Design half_adder_bist_flat, sky130hd; sources not shown.
Figure 1. Clock wiring as the flow saved it (run 1).
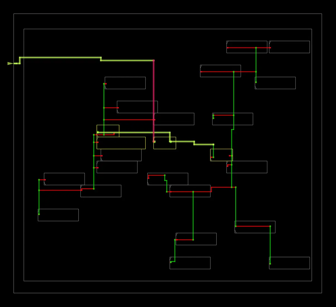
CTS buffer count: 3
FFs & Latches: 20
Clock group: 0.449 mW
Final Skew: 0.0143 ns
clock buffer count: 3

Figure 2. Zoomed window (run 1).
Window x 15 to 55, y 12 to 52 um. Cells in grey, sequential cells in the stronger grey; small squares are vias.
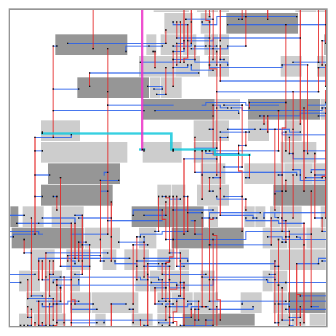
| layer | colour |
|---|---|
| met4 | magenta |
| met2 | red |
| met3 | cyan |
| met1 | blue |
sequential cells in the window: 13
cells with their middle in the window: 89
most frequent: dfrtp_1 (13), nand2_1 (9), buf_4 (9)

Figure 3. Signal metal coverage by tile (run 1).
The bar under the picture is 20 um long. The die is cut into 14 by 13 equal tiles; white is low, dark blue is high, scaled to the fullest tile. Values are wire area over tile area, all layers added.
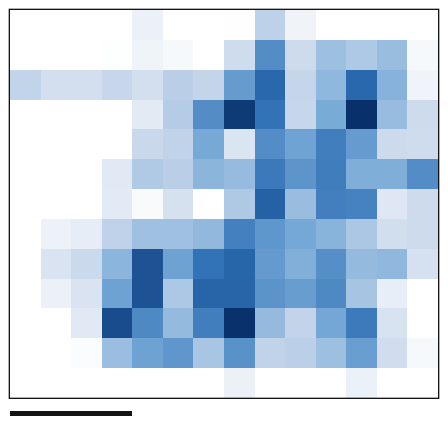
mean over tiles: 0.088
nearly empty tiles: 29%
fullest tile: 0.31
tiles over half the peak: 25%
Post-Route WL: 2520 um
vias: 1002

Figure 4. The metal 3 layer (run 1).
Cells faint in the background.
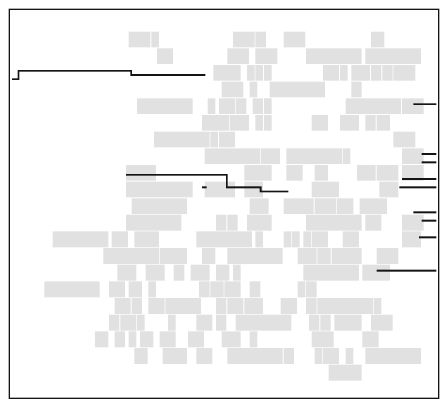
wire length on this layer: 98.6 um
nets with wire on the layer: 11
longest straight run: 18.4 um
share of all routed wire: 3.9%
M3 GR Usage: 4.00%

==> flow_summary.ini, run 1 <==
; flow metrics
[global_route]
grt_pass1_wl_um = 4630
grt_max_degree = 21
overflow = 0
grt.met1_usage_pct = 16.7
antenna_found_initial = 0
met2_usage_pct = 21.5

[floorplanning]
io_pins = 16
die-area_mm2 = 0.00442
die-width_um = 69.9
rows = 21
design.core.area_mm2 = 0.00373

[synth]
topCellsByArea = dfrtp_1 (43%), ha_1 (9.6%), a22o_1 (3.7%), nand2_1 (3.5%), nand3_1 (3.4%)
ys_sh_aoi_pct = 19.1
top_area_cell = dfrtp_1
xor_area_share_pct = 1.49
edf_count = 0
syn_nets = 133
yosysSeqAreaShare_pct = 42.7
synthTopLogicFamily = simple AND/OR/NAND/NOR gates
adder_share_pct = 9.61
netlist_instances = 119
ys.flop_type = dfrtp_1
synth_area_mm2 = 0.00117
top_cell_area_share_pct = 42.7
yosys_cells = 119

[power]
ir_worst_vdd_mv = 0.452
internal_power_mw = 1.46
clockPowerShare_pct = 19.1
p_switching_mw = 0.891
switching_share_pct = 37.9

[drt]
dr.pass1.iters = 4
ant_nets = 0
drc = 0
first_iter_violations = 30
wire_per_inst_um = 12.6
wl_met2_um = 1190
highest_layer = met4
via_per_inst = 5.01
wl_met3_um = 98
wirelength_met1_um = 1220

[run_status]
status = finished clean

[clock_tree]
postCtsSetupRepairBufs = 0
cts-resized-gates = 5
clock_latency_ns = 0.26
clock-sinks = 20
root_buffer = clkbuf_8
h-tree-depth = 1
clockBufferDepth = 2

[setup_path]
cp_slowest_stage_delay_ns = 0.64
r2r.worst_path.cells = 5
cp_max_fo = 7
slowest_stage = clkdlybuf4s50_1
cp.arrival_ns = 1.36
startpoint_type = flip-flop
r2r_slack_ns = 0.08
cp_num_buf_inv = 1
endpoint_kind = output pin

[cells_and_area]
syn2layout_area_growth_pct = 35.8
fill_cells = 387
area.combinational_um2 = 662
fin_util_pct = 42.7
fin_cells = 200
fin_nets = 169
largest_register_ffs = 8

[final_timing]
period_used_pct = 95.3
worst_pin_slew_ns = 0.339
slew_viol_final = 0
fmax_mhz = 583
setup_tns_ns = 0
final_hold_viol_count = 0
min_period_ns = 1.72
rsz0062_at_grt = yes

[placement]
place.gp.congestion = 0.743
port-buffer-count = 15
dp_cells = 196

[run]
warnings = 31
[run 1: cell families after synthesis]
family,count (synthesis)
buffers and inverters,10
adders and majority gates,9
xor gates and xnor gates,2
DFF,20
AOI/OAI and AO/OA,31
and+or+nand+nor,42
muxes,5
[run 1: layout by cell type, fill, tap and decap left out, drive strengths merged, types with 4 or more instances in the layout]
cell type | netlist | final
dfrtp | 20 | 20
nand2 | 11 | 11
inv | 9 | 9
nor2 | 6 | 6
buf | 0 | 17
o21ai | 8 | 8
ha | 9 | 9
a21o | 4 | 4
a22o | 5 | 5
nand3 | 8 | 8
clkbuf | 1 | 5
clkdlybuf4s50 | 0 | 12
nand2b | 4 | 4
[run 1: power by group through the flow]
stage	logic, mW	registers, mW	clock network [mW]
floorplan	0.751	0.683	0
global placement	1.29	0.636	0
detailed placement	1.31	0.642	0
CTS	1.29	0.634	0.463
global route	1.42	0.652	0.487
finish	1.27	0.632	0.449
[run 1: area by class of cell]
type | count | share of cell area (%)
Timing Repair Buffer | 32 | 16.7
Clock buffer | 3 | 2.59
Tap cell | 46 | 3.62
Sequential cell | 20 | 31.4
Inverter | 9 | 2.12
Clock inverter | 1 | 1.89
Multi-Input combinational cell | 89 | 41.6
[run 1: through the flow]
step           setup WS, ns  power [mW]  hold WS, ns  cell area [um^2]
5_1_grt             -0.0264        2.56        0.434              1590
3_5_place_dp        -0.0917        1.95        0.523              1530
4_1_cts             0.00737        2.39        0.422              1600
3_3_place_gp        -0.0438        1.93        0.509              1530
2_1_floorplan      0.000930        1.43        0.324              1190
6_report             0.0849        2.35        0.416              1590
[run 1: synthesized netlist by cell type, drive strengths merged (3+ instances only)]
cell type	number
mux2i	3
nand2	11
inv	9
nor3	3
dfrtp	20
nand3	8
a22o	5
ha	9
o21ai	8
nor2	6
a21o	4
nand2b	4
==> run 1 -> run 2 <==
CORE_UTILIZATION = 50   (was 30)
PLACE_DENSITY = 0.79   (was 0.53)
Figure 5. The metal 3 layer (run 2).
Cells faint in the background.
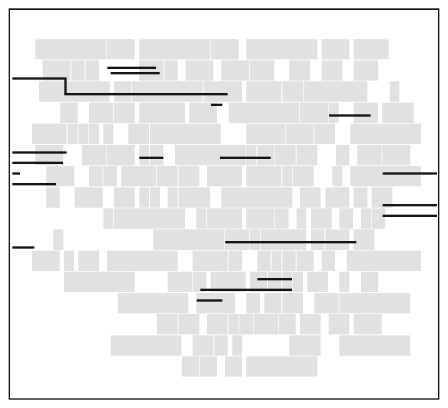
longest straight run: 20.7 um
nets with wire on the layer: 17
main direction: horizontal
vias: 1043
M3 GR Usage: 4.85%
Post-Route WL: 2800 um

==> run 2 against run 1 <==
Compared with the run above:
- maximum frequency is 2.4% lower
- core utilization is 28 points higher
- global-route usage is 10 points higher
- combinational power is 6% higher
- sequential power is 3% higher
- clock-buffer cell count stayed put
- total power is 2.5% lower
- via count is 4.1% higher
- cell area is 2.5% lower
- critical endpoint is now u_core.state[1]
- largest cell class unchanged
- highest routed layer unchanged
==> flow_summary.ini, run 2 <==
; flow metrics
[run_status]
status = finished clean

[cells_and_area]
syn2layout_area_growth_pct = 32.3
mostFrequentLayoutCells = dfrtp_1 (19), buf_4 (18), clkdlybuf4s50_1 (12), nand2_1 (11)
fin_area_mm2 = 0.00155
fin_nets = 169
drive_gt1_share_pct = 24.2
largest_register_ffs = 8
lay_top_count = dfrtp_1
fill_cells = 166
antenna_cells = 0

[synth]
yosysSeqAreaShare_pct = 42.7
topCellsByArea = dfrtp_1 (43%), ha_1 (9.6%), a22o_1 (3.7%), nand2_1 (3.5%), nand3_1 (3.4%)
ys.flop_type = dfrtp_1
top_area_cell = dfrtp_1
synth_area_mm2 = 0.00117
netlist_instances = 119
netlist_top_cells_count = dfrtp_1 (20), nand2_1 (11), ha_1 (9), inv_1 (9), nand3_1 (8)
ys_warn_count = 0
edf_count = 0
syn_nets = 133
numSynthFlops = 20
yosys_cells = 119
yosysMostFrequentCell = dfrtp_1
top_cell_area_share_pct = 42.7
yosys_area_mm2 = 0.00117
synth_cell_types = 35
syn-mean-instance-area_um2 = 9.85
ys_async_sr_fraction_pct = 100

[clock_tree]
clock-sinks = 20
h-tree-depth = 1
clock_latency_ns = 0.26
clockBufferDepth = 2
cts_tree = built
root_buffer = clkbuf_8
cts_buffers = 3
clk_pin_slew_ns = 0.07
postCtsSetupRepairBufs = 0

[floorplanning]
die-area_mm2 = 0.00275
io_pins = 16
design.core.area_mm2 = 0.00220
die_y_um = 49.9
die-width_um = 55.0
rows = 16
fp_util_pct = 53.2

[setup_path]
cp.arrival_ns = 1.90
critPathKind = flip-flop to flip-flop
cp_max_fo = 9
endpoint_kind = flip-flop
cp.required_ns = 1.94
r2r_slack_ns = 0.04
r2r.worst_path.cells = 4
startpoint_type = flip-flop

[final_timing]
setup_violations = 0
skew_ns = 0.00478
period_used_pct = 97.6
min_period_ns = 1.76
final_hold_viol_count = 0
rsz0062_at_grt = yes
fmax_mhz = 569
maxSlewHeadroom_pct = 74.6
worst_pin_slew_ns = 0.380
slew_viol_final = 0

[power]
p_leak_nw = 0.740
powerDensity_mw_per_mm2 = 1480
ir_worst_vdd_mv = 0.875
p_total_mw = 2.29

[worst_hold_path]
hp-class = input pin to asynchronous set/reset pin

[global_route]
met2_usage_pct = 36.9
grt_pass1_wl_um = 4640
grt_max_degree = 21
first_global_vias = 1062
overflow = 0
grt.met1_usage_pct = 32.1
antenna_found_initial = 0
top_usage_layer = met2
grt_usage_pct = 23.4

[drt]
ant_nets = 0
dr.pass1.iters = 4
first_iter_violations = 21
wire_per_inst_um = 15.5
drc = 0
via_per_inst = 5.79

[run]
cap_violations = 0
warnings = 31

[placement]
placed_cell_area_mm2 = 0.00150
place.gp.congestion = 0.836
hpwl_um = 2090
port-buffer-count = 15
## run 2: cell counts after synthesis
Identical to the previous run, type by type.
## run 2: cells by family (layout without fill, tap and decap cells)
logic type      after synthesis  count (layout)  synth area share (%)
compound gates               31              31                  19.1
xor+xnor                      2               2                  1.49
fa+ha+maj                     9               9                  9.61
buf+inv                      10              44                  3.20
flops                        20              20                  42.7
mux                           5               5                  4.48
simple gates                 42              42                  19.4
## run 2: routing by layer
layer  up-vias  wire, um
met5         -         0
met4         0        25
met3         3       133
met2        28      1310
met1       507      1330
li1        505         -
## run 2: worst max-delay path: stages (launching register included)
cell	delay (ns)
dfrtp_1	0.38
or4_4	0.55
nor3_4	0.32
mux2i_1	0.29
o21ai_1	0.09
## run 2: repair_timing
item / CTS / global route
resized: 4 / 8
cloned: 0 / 0
setup endpoints to repair: 3 / 10
## run 2: area by class of cell
type	instances	area [um^2]	area share, %
clock buffer	3	41.3	2.66
multi-input combinational	89	676	43.5
sequential	20	502	32.3
timing repair buffer	32	265	17.1
tap	27	33.8	2.18
inverter	9	33.8	2.18
## run 2: power breakdown
part / leakage (nW) / internal, mW / total [mW] / switching, mW
clock network: 0.0216 / 0.149 / 0.295 / 0.146
registers: 0.272 / 0.549 / 0.649 / 0.100
logic: 0.446 / 0.649 / 1.35 / 0.700
total: 0.740 / 1.35 / 2.29 / 0.946
## run 2: metrics by stage
step	std cells	setup TNS (ns)	setup WS, ns	hold slack [ns]	util, %
global placement	177	-0.0456	-0.0152	0.505	68.2
global route	180	-0.0544	-0.0333	0.464	70.5
floorplan	119	0	0.000930	0.324	-
finish	180	0	0.0426	0.417	70.5
CTS	180	0	0.00469	0.431	69.9
detailed placement	177	-0.468	-0.0968	0.522	68.2
No activity file was given, so power comes from the tool's default toggle rates.
